### Placed cells, one color a class

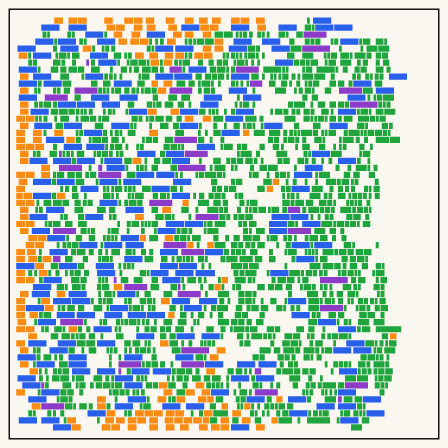
### M3 wires

Scale bar: 50 microns.
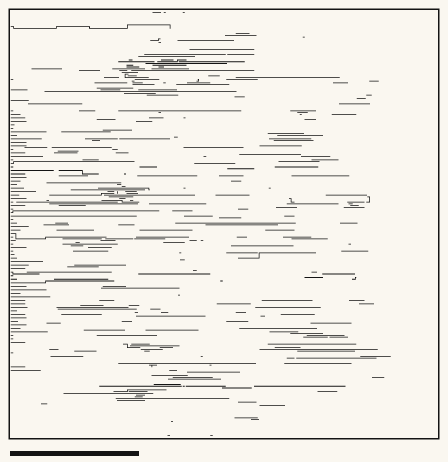
Design mdu_unit, sky130hd; sources not shown.
==> impl_metrics.yaml <==
# generated from flow reports
global_route:
  grt-busiest-layer: "met1"
  grtUsageMet2_pct: 43.7
  overflow: 0
  grt_max_degree: 99
  grt_util_met1_pct: 45.1
  grt_pass1_wl_mm: 67.9
  grt_usage_pct: 29.8
  grt_antenna_before_repair: 2
  first_global_vias: 12400
sta:
  worst_slew_pin_slew_ns: 1.30
  maxSlewViolCount: 0
  relSlewSlack_pct: 13.3
  period_used_pct: 53.9
  period_minus_slack_ns: 3.94
  setup_viol: 0
  timing.final.ws_setup_ns: 3.38
power:
  switching_power_mw: 2.20
  powerClk_mw: 1.31
  leakagePower_nw: 6.02
  finalPower_mw: 5.35
  seq_power_share_pct: 30.5
  pwr-share-comb_pct: 45.0
  ir_worst_vdd_mv: 0.256
  p_per_area_nw_per_um2: 338
  seq-power_mw: 1.63
  internal_power_mw: 3.14
yosys:
  flop_cell: "dfxtp_1"
  fp_nets: 1893
  ys_area_sq_um: 13100
  edf_count: 0
  yosysWarnings: 0
  synth_cell_type_count: 64
  yosysSeqAreaShare_pct: 31.0
  synthCells: 1719
cts:
  post_cts_resized: 0
  cts_sinks: 203
  post_cts_buffers: 0
  cts_buffers: 24
  clkTransAtPathRegs_ns: 0.06
  clock_latency_ns: 0.52
  cts.path.max_buffers: 3
  htree_num_levels: 1
  cts_root_buf: "clkbuf_16"
hold_path:
  holdPathStages: 2
  hp-class: "reg2reg"
layout:
  layout_top_cells: "nand2_1, a21oi_1, dfxtp_1, nor2_1, clkdlybuf4s50_1"
  synthToLayoutAreaGrowth_pct: 20.6
  finalNonFillerCells: 2162
  largest_register_ffs: 64
die:
  fp_util_pct: 50.6
  die_h_microns: 166
  io-pin-count: 171
  die_area_sq_um: 27500
  die_x_microns: 166
critical_path:
  critPathSlowestCell: "dfxtp_1"
  rrSetupSlack_ns: 3.38
  cp_cell_sequence: "inv_1, ha_1, fa_1, nor2b_1, o31a_1, o2111ai_2, a211oi_1, o31ai_1, xor2_4, buf_4, nor2_1, a21oi_1, nor2_1, a221o_1"
  crit_top_cell: "nor2_1"
  path_buffers: 2
  cp_max_fo: 58
  critical_path.top_delay_family: "AND-OR/OR-AND gates"
  arrival_ns: 4.35
place:
  dp_hpwl_mm: 30.5
  place_ws_ns: 3.37
  io_buffers: 169
  dp.cells: 2118
routing:
  ant_nets: 0
  wl_per_cell_microns: 19.7
  dr.first_iter.drc_count: 1341
  route.detailed.drc: 0
  met3_wirelength_mm: 3.83
  drtPass1Iterations: 6
  drt-met1-wl_mm: 20.1
job:
  maxCapViolCount: 0
outcome:
  status: "completed"
Notes on 'Placed cells, one color a class' above:
legend:
  flip-flops:
    color: blue
    cells: 203
  other buffers and delay cells:
    color: orange
    cells: 187
  all other logic:
    color: green
    cells: 1393
  clock drivers and dummy loads:
    color: purple
    cells: 43
flip-flop and latch share of the layout cell area: 25.7%
post-route cell area: 15800 sq um
# rows: 59
core area: 25900 sq um
fin util: 61.0%

Notes on 'M3 wires' above:
nets with wire on the layer: 252
share of all routed wire: 9.0%
longest straight run: 74.1 microns
met3 Usage GRT: 5.48%
Post-Route WL: 42.6 mm
Vias: 13.2k

## through the flow
| step | hold WS [ns] | instance area [sq um] |
|---|---|---|
| after global routing | 0.467 | 15800 |
| after detailed placement | 0.446 | 14900 |
| after global placement | 0.438 | 14900 |
| after CTS | 0.454 | 15800 |
| final | 0.451 | 15800 |
| after floorplan | 0.437 | 13100 |
## cell families after synthesis
group | Yosys count | synth area share [%]
compound gates | 573 | 29.0
xor+xnor | 53 | 3.54
mux | 71 | 5.43
buf+inv | 176 | 5.14
simple gates | 573 | 19.1
flops | 203 | 31.0
fa+ha+maj | 70 | 6.80
## cell usage after synthesis (11+ instances only)
master | number | area share [%]
a211oi_1 | 108 | 6.2
a21o_1 | 25 | 1.4
a21oi_1 | 203 | 7.8
a22oi_1 | 19 | 1.1
a311oi_1 | 34 | 2.3
a31oi_1 | 12 | 0.57
and2_1 | 37 | 1.8
buf_1 | 11 | 0.31
clkbuf_1 | 106 | 3.0
dfxtp_1 | 203 | 31
ha_1 | 68 | 6.5
inv_1 | 52 | 1.5
mux2i_1 | 70 | 5.3
nand2_1 | 238 | 6.8
nand3_1 | 20 | 0.76
nand4_1 | 11 | 0.52
nor2_1 | 184 | 5.3
nor2b_1 | 38 | 1.8
nor3_1 | 11 | 0.42
o211ai_1 | 11 | 0.63
o21a_1 | 11 | 0.63
o21ai_0 | 32 | 1.2
o21ai_1 | 28 | 1.1
o221ai_1 | 37 | 2.5
xnor2_1 | 35 | 2.3
xor2_1 | 18 | 1.2
## cell type report
cell class              count  area [sq um]
repair buffers            187          1820
well taps                 335           419
multi-input cells        1340          8430
diodes                      1          2.50
clock buffers              34           689
clock inverters             9           176
fillers                  2316         10100
flip-flops and latches    203          4070
inverters                  53           201
Power is estimated from default activity; no workload was simulated.
